Fig. 1: run 1, M3 wires
Scale: 4 px per um. Cells faint in the background.
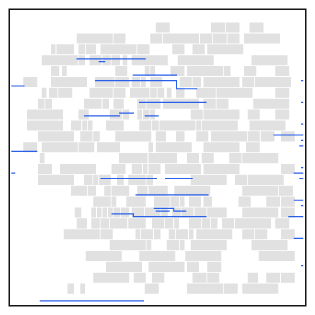
Fig. 2: run 1, routing congestion
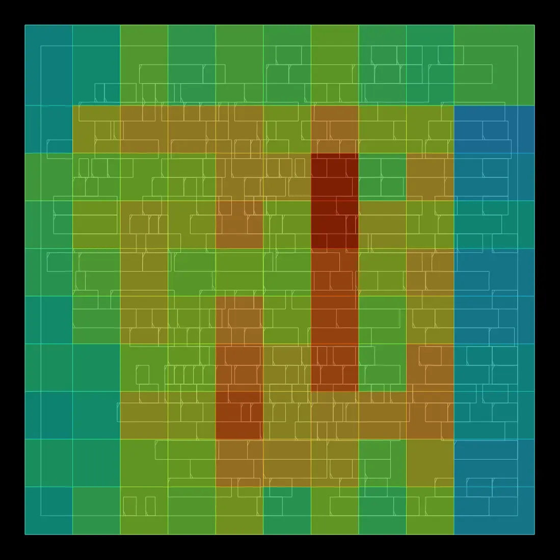
Fig. 3: run 1, signal wires by layer
Scale: 6 px per um. Only two layers are drawn.
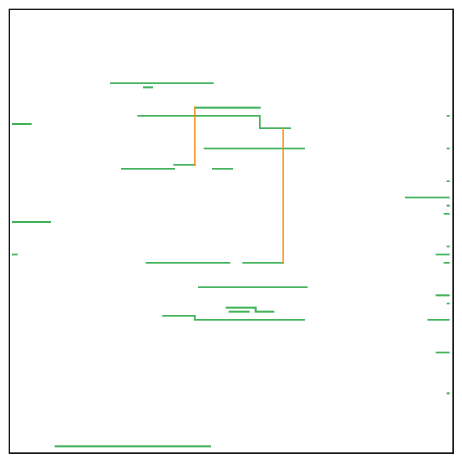
## config.mk

```make
export PLATFORM = sky130hd
export DESIGN_NAME = vga_timing_gen
export DESIGN_NICKNAME = d
export VERILOG_FILES = /design/src/rtl/vga_timing_pkg.sv /design/src/rtl/vga_timing_gen_axis_counter.sv /design/src/rtl/vga_timing_gen.sv
export SDC_FILE = /design/constraint.sdc
export NUM_CORES = 1
export LEC_CHECK = 0
export ABC_CLOCK_PERIOD_IN_PS = 4050
export CAP_MARGIN = 25
export CORE_MARGIN = 2
export CORE_UTILIZATION = 50
export DETAILED_ROUTE_END_ITERATION = 8
export PLACE_DENSITY = 0.73
export RECOVER_POWER = 25
export SETUP_SLACK_MARGIN = 0.2
export SYNTH_ARGS = -nofsm -noshare
export SYNTH_HDL_FRONTEND = slang
export SYNTH_HIERARCHICAL = 1
export SYNTH_SLANG_ARGS = --single-unit
```

## constraint.sdc

```tcl
create_clock -name clk_in -period 4.05 [get_ports clk_in]
set_clock_uncertainty 0.05 [all_clocks]
set_input_delay 0.405 -clock clk_in [delete_from_list [all_inputs] [get_ports clk_in]]
set_output_delay 0.405 -clock clk_in [all_outputs]
set_load 0.01 [all_outputs]
```

## src/rtl/vga_timing_pkg.sv

```systemverilog
// Shared timing constants, helper functions and the per-axis phase type
// for the raster timing generator.
package vga_timing_pkg;

  // SVGA 800x600 @ 60 Hz with a 40 MHz pixel clock
  localparam int SVGA_H_ACTIVE = 800;
  localparam int SVGA_H_FP     = 40;
  localparam int SVGA_H_SYNC   = 128;
  localparam int SVGA_H_BP     = 88;
  localparam int SVGA_V_ACTIVE = 600;
  localparam int SVGA_V_FP     = 1;
  localparam int SVGA_V_SYNC   = 4;
  localparam int SVGA_V_BP     = 23;
  localparam bit SVGA_H_POL    = 1'b1;
  localparam bit SVGA_V_POL    = 1'b1;

  typedef enum logic [1:0] {
    PH_ACTIVE = 2'd0,
    PH_FP     = 2'd1,
    PH_SYNC   = 2'd2,
    PH_BP     = 2'd3
  } phase_t;

  function automatic int h_total(int active, int fp, int sync, int bp);
    return active + fp + sync + bp;
  endfunction

  function automatic int v_total(int active, int fp, int sync, int bp);
    return active + fp + sync + bp;
  endfunction

endpackage

```

## src/rtl/vga_timing_gen_axis_counter.sv

```systemverilog
// One raster axis: a wrapping position counter plus its ACTIVE/FP/SYNC/BP
// phase, both advancing only when step is high.
module vga_axis_counter
  import vga_timing_pkg::*;
#(
  parameter int ACTIVE = 800,
  parameter int FP     = 40,
  parameter int SYNC   = 128,
  parameter int BP     = 88,
  parameter int W      = 11
) (
  input  logic         clk_in,
  input  logic         rst_n,
  input  logic         step,
  output logic [W-1:0] count,
  output phase_t       phase,
  output logic         wrap
);

  localparam int TOTAL = ACTIVE + FP + SYNC + BP;
  localparam logic [W-1:0] LAST        = W'(TOTAL - 1);
  localparam logic [W-1:0] ACTIVE_LAST = W'(ACTIVE - 1);
  localparam logic [W-1:0] FP_LAST     = W'(ACTIVE + FP - 1);
  localparam logic [W-1:0] SYNC_LAST   = W'(ACTIVE + FP + SYNC - 1);

  assign wrap = step && (count == LAST);

  // Phase changes on the same edge the count crosses a boundary, so phase
  // always describes the count value currently held.
  always_ff @(posedge clk_in or negedge rst_n) begin
    if (!rst_n) begin
      count <= '0;
      phase <= PH_ACTIVE;
    end else if (step) begin
      if (count == LAST) begin
        count <= '0;
        phase <= PH_ACTIVE;
      end else begin
        count <= count + W'(1);
        if (count == ACTIVE_LAST)     phase <= PH_FP;
        else if (count == FP_LAST)    phase <= PH_SYNC;
        else if (count == SYNC_LAST)  phase <= PH_BP;
      end
    end
  end

endmodule

```

## src/rtl/vga_timing_gen.sv

```systemverilog
// Raster timing generator: horizontal and vertical axis counters with
// registered sync, data-enable, coordinate and line/frame strobe outputs.
module vga_timing_gen
  import vga_timing_pkg::*;
#(
  parameter int H_ACTIVE = SVGA_H_ACTIVE,
  parameter int H_FP     = SVGA_H_FP,
  parameter int H_SYNC   = SVGA_H_SYNC,
  parameter int H_BP     = SVGA_H_BP,
  parameter int V_ACTIVE = SVGA_V_ACTIVE,
  parameter int V_FP     = SVGA_V_FP,
  parameter int V_SYNC   = SVGA_V_SYNC,
  parameter int V_BP     = SVGA_V_BP,
  parameter bit H_POL    = SVGA_H_POL,
  parameter bit V_POL    = SVGA_V_POL,
  parameter int CW       = 11
) (
  input  logic          clk_in,
  input  logic          rst_n,
  input  logic          en,
  output logic          hsync,
  output logic          vsync,
  output logic          de,
  output logic [CW-1:0] pixel_x,
  output logic [CW-1:0] pixel_y,
  output logic          line_start,
  output logic          frame_start
);

  if (h_total(H_ACTIVE, H_FP, H_SYNC, H_BP) >= (1 << CW) ||
      v_total(V_ACTIVE, V_FP, V_SYNC, V_BP) >= (1 << CW)) begin : g_bad_cw
    $error("vga_timing_gen: H_TOTAL/V_TOTAL do not fit in CW bits");
  end

  logic [CW-1:0] h_cnt;
  logic [CW-1:0] v_cnt;
  phase_t        h_phase;
  phase_t        v_phase;
  logic          h_wrap;
  // Frame boundary is decoded from the counters, so the vertical wrap is spare.
  logic          v_wrap_unused;
  logic          active;

  vga_axis_counter #(
    .ACTIVE (H_ACTIVE),
    .FP     (H_FP),
    .SYNC   (H_SYNC),
    .BP     (H_BP),
    .W      (CW)
  ) u_h_axis (
    .clk_in (clk_in),
    .rst_n  (rst_n),
    .step   (en),
    .count  (h_cnt),
    .phase  (h_phase),
    .wrap   (h_wrap)
  );

  vga_axis_counter #(
    .ACTIVE (V_ACTIVE),
    .FP     (V_FP),
    .SYNC   (V_SYNC),
    .BP     (V_BP),
    .W      (CW)
  ) u_v_axis (
    .clk_in (clk_in),
    .rst_n  (rst_n),
    .step   (h_wrap),
    .count  (v_cnt),
    .phase  (v_phase),
    .wrap   (v_wrap_unused)
  );

  assign active = (h_phase == PH_ACTIVE) && (v_phase == PH_ACTIVE);

  // Outputs lag the counters by one clock; vsync therefore changes on the
  // h_cnt==0 decode of the line, not relative to hsync.
  always_ff @(posedge clk_in or negedge rst_n) begin
    if (!rst_n) begin
      hsync       <= !H_POL;
      vsync       <= !V_POL;
      de          <= 1'b0;
      pixel_x     <= '0;
      pixel_y     <= '0;
      line_start  <= 1'b0;
      frame_start <= 1'b0;
    end else if (en) begin
      hsync       <= (h_phase == PH_SYNC) ? H_POL : !H_POL;
      vsync       <= (v_phase == PH_SYNC) ? V_POL : !V_POL;
      de          <= active;
      pixel_x     <= active ? h_cnt : '0;
      pixel_y     <= active ? v_cnt : '0;
      line_start  <= (h_cnt == '0);
      frame_start <= (h_cnt == '0) && (v_cnt == '0);
    end else begin
      line_start  <= 1'b0;
      frame_start <= 1'b0;
    end
  end

endmodule
```

==> impl_metrics.ini, run 1 <==
; synthesis and place-and-route metrics
[run_status]
status = finished, violations left
violations = max-capacitance violations, max-slew violations

[power]
ir_drop_v = 0.000239
cellPowerDensity_nw_per_um2 = 409
p_leak_uw = 0.00126

[clock_network]
clk_latency_ps = 310
cts_buffer_depth = 2
hold_buffers = 0
post_cts_resized = 0
cts_tree = done
post_cts_buffers = 0
cts_sinks = 53

[critical_path]
slowest_stage = clkdlybuf4s50_1
max_stage_delay_ps = 820
path_class = primary input to register
cp_data_arrival_time_ps = 2960
timing.rr.end = u_v_axis/count[10]$_DFFE_PN0P_
cp_cell_sequence = clkdlybuf4s50_1, nand4_1, nor3_4, and4_4, and3_1, and4_1, xor2_1
crit_fanout = 17
crit_required_ps = 4230

[run]
maxCapViolCount = 1
tool_warnings = 29

[synthesis]
ys_sh_aoi = 0.138
synthMuxAreaShare = 0.00874
yosysTopAreaCell = dfrtp_1
edf_count = 0
simple_gate_share = 0.205
synth_cell_types = 52
synth.top_cells.by_count = dfrtp_1, a22o_1, nor2_1
ys_top_logic_family = simple AND/OR/NAND/NOR gates
synth-seq-cells = 53
yosysWarnings = 6
topCellsByArea = dfrtp_1, a22o_1, ha_1, xor2_1, xnor2_1
syn_area_um2 = 2430
postSynthCellCount = 202
ys_cells = 202

[min_path]
hp-start = de$_DFFE_PN0P_
hold_path_class = register to register
min_to = de$_DFFE_PN0P_

[cells_and_area]
fin_nets = 240
area_growth_pct = 16.4
logic_area_um2 = 1030
design_area_um2 = 2830

[timing]
period_used_share = 0.685
max_slew.worst_pin.slew_ps = 2760
slew_viol_final = 54

[die]
pin_count = 30
num_rows = 25
fp_util = 0.518

[route]
viasPerCell = 6.00
drt-pass1-iter-count = 4

[global_route]
grt_max_degree = 54
grt_pass1_wl_um = 7940

[place]
finalWeightedCongestion = 0.845
Notes on Fig. 1 above:
share of all routed wire = 4.7%
main direction = horizontal
wire length on this layer = 218 um
nets with wire on the layer = 28
longest straight run = 25.8 um

Notes on Fig. 2 above:
DR WL/cell: 16.3 um
met3 Usage GRT: 0.0480
met2 GRT Util: 0.267
GR Util met1: 0.290

Notes on Fig. 3 above:
orange -> M4  # wire length 32.0 um
green -> M3  # wire length 218 um
Post-Route WL: 4680 um
Vias: 1723
global-route usage over all layers: 0.191

-- run 1: critical path: cells and delay by family --
family	cells	cell delay (ps)
XOR/XNOR	1	150
buffers and inverters	1	820
AND/OR/NAND/NOR	5	1560
-- run 1: kinds of logic after synthesis --
family | after synthesis
AOI/OAI and AO/OA | 45
xor gates and xnor gates | 13
adders and majority gates | 5
buffers and inverters | 14
DFF | 53
muxes | 2
and+or+nand+nor | 70
-- run 1: stage by stage --
| step | setup WS (ps) | util | std cells | hold WS (ps) | power, uW |
|---|---|---|---|---|---|
| 2_1_floorplan | 1810 | - | 202 | 59.4 | 770 |
| 3_3_place_gp | 1100 | 0.585 | 279 | 411 | 859 |
| 3_5_place_dp | 1010 | 0.585 | 279 | 419 | 865 |
| 4_1_cts | 1310 | 0.604 | 287 | 173 | 1160 |
| 5_1_grt | 720 | 0.603 | 287 | 471 | 1210 |
| 6_report | 1280 | 0.603 | 287 | 432 | 1160 |
-- run 1: sequential cells by signal, summed over array words and instances, names as in the netlist --
register	cells
pixel_y	11
de	1
pixel_x	11
u_v_axis/count	11
u_h_axis/count	11
line_start	1
u_v_axis/phase	2
vsync	1
hsync	1
u_h_axis/phase	2
frame_start	1
-- run 1: cells in the final DEF (no fill, tap or decap), types with 2 or more instances in the layout --
master           synthesis  layout
o22ai_1                  2       2
dfrtp_1                 53      53
a31oi_1                  3       3
and4_1                   3       3
nand3_1                  4       4
nor3_4                   2       2
inv_1                    6       6
nand2_1                 10      10
nand4b_1                 2       2
clkdlybuf4s50_1          0      28
a22o_1                  23      23
nand3b_1                 2       2
clkbuf_8                 0       5
xnor2_1                  6       6
nor3_2                   2       2
xor2_1                   7       7
and3_1                   2       2
nor3b_2                  2       2
a21oi_1                  3       3
nor2_1                  11      11
nor4_1                   4       4
o21ai_1                  2       2
nor3_1                   5       5
o21ai_0                  6       6
a21o_1                   2       2
ha_1                     5       5
nand4_1                  5       5
-- run 1: worst max path at each step --
stage,endpoint,startpoint,cells after the start,slack (ps)
after detailed placement,u_v_axis/count[10]$_DFFE_PN0P_,en,7,1010
final,u_v_axis/count[10]$_DFFE_PN0P_,en,7,1280
after floorplan,u_v_axis/phase[0]$_DFFE_PN0P_,u_h_axis/count[5]$_DFFE_PN0P_,7,1810
after global placement,u_v_axis/count[10]$_DFFE_PN0P_,en,7,1100
after global routing,pixel_x[0]$_DFFE_PN0P_,rst_n,2,720
after CTS,u_v_axis/count[10]$_DFFE_PN0P_,en,7,1310
-- run 1: final cells by class --
cell class	instances	area share
clock buffer	5	0.0243
clock inverter	3	0.00751
inverter	7	0.00928
multi-input combinational	135	0.365
sequential	53	0.468
tap	54	0.0239
timing repair buffer	30	0.102
-- run 1: where the power goes --
part	internal, uW	leakage, uW	switching (uW)
Sequential	580	0.000698	78.0
Clock	123	0.0000445	179
Combinational	105	0.000517	92.5
-- run 1: routing by layer --
metal / part of all wire / up-vias / global-route usage
li1: - / 818 / -
met1: 0.49 / 852 / 0.290
met2: 0.46 / 49 / 0.267
met3: 0.047 / 4 / 0.0480
met4: 0.0066 / 0 / 0.0586
met5: 0 / - / 0
Fig. 4: run 1, M1 wires
Scale: 8 px per um. Supply wires on this layer in gray. Cells faint in the background.
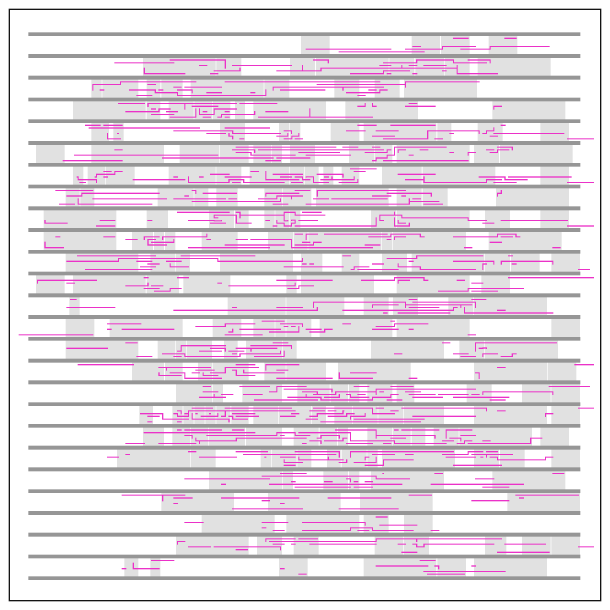

==> run 2: changes to the inputs <==
--- a/config.mk
+++ b/config.mk
@@ -5,7 +5,7 @@
 export SDC_FILE = /design/constraint.sdc
 export NUM_CORES = 1
 export LEC_CHECK = 0
-export ABC_CLOCK_PERIOD_IN_PS = 4050
+export ABC_CLOCK_PERIOD_IN_PS = 2700
 export CAP_MARGIN = 25
 export CORE_MARGIN = 2
 export CORE_UTILIZATION = 50
==> constraint.sdc (replaced) <==
create_clock -name clk_in -period 2.7 [get_ports clk_in]
set_clock_uncertainty 0.05 [all_clocks]
set_input_delay 0.27 -clock clk_in [delete_from_list [all_inputs] [get_ports clk_in]]
set_output_delay 0.27 -clock clk_in [all_outputs]
set_load 0.01 [all_outputs]
Fig. 5: run 2, M1 wires
Scale: 8 px per um. Supply wires on this layer in gray. Cells faint in the background.
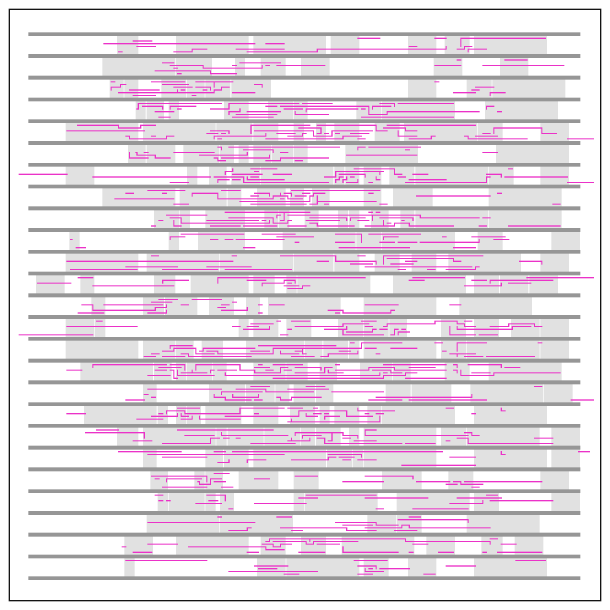
share of all routed wire = 50%
nets with wire on the layer = 217
wire length on this layer = 2320 um
longest straight run = 26.2 um

==> impl_metrics.ini, run 2 <==
; synthesis and place-and-route metrics
[place]
portBuffers = 29
finalWeightedCongestion = 0.856
placedCellCount = 282

[synthesis]
async_flop_share = 1.00
ys_top_logic_family = simple AND/OR/NAND/NOR gates
ys_sh_aoi = 0.138
ys_cells = 202
most_common_cell = dfrtp_1
synthMuxAreaShare = 0.00874
edf_count = 0
yosysTopAreaCell = dfrtp_1
postSynthCellCount = 202
yosysWarnings = 6
synth_cell_types = 52
synth.top_cells.by_count = dfrtp_1, a22o_1, nor2_1
ys_seq_frac = 0.545
synth_top_area_share = 0.545
simple_gate_share = 0.205
topCellsByArea = dfrtp_1, a22o_1, ha_1, xor2_1, xnor2_1
syn_area_um2 = 2430
ff_type = dfrtp_1
synth-seq-cells = 53

[critical_path]
cp_data_arrival_time_ps = 2430
max_stage_delay_ps = 630
cp_num_buf_inv = 0
cp_cell_sequence = or4b_4, nor3_4, and4_4, and3_1, and4_1, xor2_1
path_class = register to register
crit_fanout = 10
slowest_stage = or4b_4
critPathTopFamily = simple AND/OR/NAND/NOR gates
crit_required_ps = 2890
worstSetupEndpointType = register

[clock_network]
post_cts_resized = 0
cts_tree = done
cts_sinks = 53
clk_pin_slew_ps = 90
clk_latency_ps = 300
cts_buffer_depth = 2

[power]
p_sw_uw = 499
p_leak_uw = 0.00128
ir_drop_v = 0.000319
switching_share = 0.288
power_frac_comb = 0.170
p_int_uw = 1240
clockPowerShare = 0.261
p_total_uw = 1740
pwr-share-seq = 0.569
cellPowerDensity_nw_per_um2 = 605

[die]
core_area_um2 = 4690
pin_count = 30
fp_util = 0.518
die-area_um2 = 5440
num_rows = 25
die_w_um = 73.7

[global_route]
grt_usage = 0.187
grt_pass1_wl_um = 7730
grt_max_degree = 35

[cells_and_area]
fin_nets = 244
final_common_cell = dfrtp_1
area_growth_pct = 17.8
stdcell_count = 291
n_fill_cell = 377
final_cell_mix = dfrtp_1, clkdlybuf4s50_1, a22o_1
layout-drive-gt1-share = 0.114

[min_path]
hold_path_class = register to register

[run_status]
status = completed

[timing]
period_minus_slack_ps = 2240
slew_viol_final = 0
rsz0062_at_grt = no
slew_headroom = 0.299
max_slew.worst_pin.slew_ps = 1050
period_used_share = 0.831

[route]
drt-initial-drc-count = 154
drt-pass1-iter-count = 4
vias = 1737
totalWireLength_um = 4660
wire_per_inst_um = 16.0
viasPerCell = 5.97

[run]
maxCapViolCount = 0
tool_warnings = 29
## run 2: netlist changes by cell type in the layout (fill, tap and decap cells not counted), sizes merged
cell / previous run / this run
dlygate4sd3: 0 / 2
clkinvlp: 1 / 0
clkbuf: 6 / 9
clkdlybuf4s50: 28 / 27
inv: 8 / 7
clkinv: 1 / 2
buf: 1 / 2
## run 2: timing repair
item	CTS	global route
setup buffers	0	0
hold endpoints to repair	19	0
hold buffers	1	0
## run 2: path summary, 6_finish.rpt
kind | startpoint | end | slack (ps) | depth (start not counted)
worst min-delay path | de$_DFFE_PN0P_ | de$_DFFE_PN0P_ | 440 | 1
worst max-delay path | u_h_axis/count[5]$_DFFE_PN0P_ | u_v_axis/count[10]$_DFFE_PN0P_ | 460 | 6
worst max register to register | u_h_axis/count[5]$_DFFE_PN0P_ | u_v_axis/count[10]$_DFFE_PN0P_ | 460 | 6
min in group asynchronous | rst_n | pixel_y[5]$_DFFE_PN0P_ | 620 | 2
max in group asynchronous | rst_n | pixel_x[8]$_DFFE_PN0P_ | 610 | 3
worst min register to register | de$_DFFE_PN0P_ | de$_DFFE_PN0P_ | 440 | 1
## run 2: power by group through the flow
| stage | Sequential, uW | Clock, uW | Combinational, uW |
|---|---|---|---|
| after floorplan | 975 | 0 | 180 |
| after global placement | 995 | 0 | 291 |
| after detailed placement | 1000 | 0 | 297 |
| after CTS | 984 | 474 | 299 |
| after global routing | 1010 | 503 | 324 |
| final | 987 | 453 | 296 |
## run 2: routing by layer
layer | share of wire | wire length [um] | track usage | vias to the layer above
met5 | 0 | 0 | 0 | -
met4 | 0.015 | 72 | 0.0828 | 0
met3 | 0.037 | 171 | 0.0384 | 5
met2 | 0.45 | 2100 | 0.261 | 45
met1 | 0.50 | 2320 | 0.278 | 870
li1 | - | - | - | 817
## run 2: cell type report
type                    instances  area, um2  area share
multi-input cells             135       1030       0.360
well taps                      54       67.6      0.0236
flip-flops and latches         53       1330       0.463
clock inverters                 2       13.8     0.00480
inverters                       7       26.3     0.00917
repair buffers                 34        318       0.111
clock buffers                   6       82.6      0.0288
## run 2: cells by family (layout without fill, tap and decap cells)
logic type	count (synthesis)	in the layout
mux	2	2
simple gates	70	70
fa+ha+maj	5	5
xor+xnor	13	13
buf+inv	14	49
compound gates	45	45
flops	53	53
## run 2: metrics by stage
stage	hold slack, ps	worst slack, ps	cell area, um2	utilization
finish	435	457	2870	0.611
global route	470	223	2870	0.611
CTS	381	450	2870	0.613
detailed placement	180	449	2770	0.590
global placement	180	493	2770	0.590
floorplan	-75.6	460	2430	-
Power and IR drop assume default switching activity.
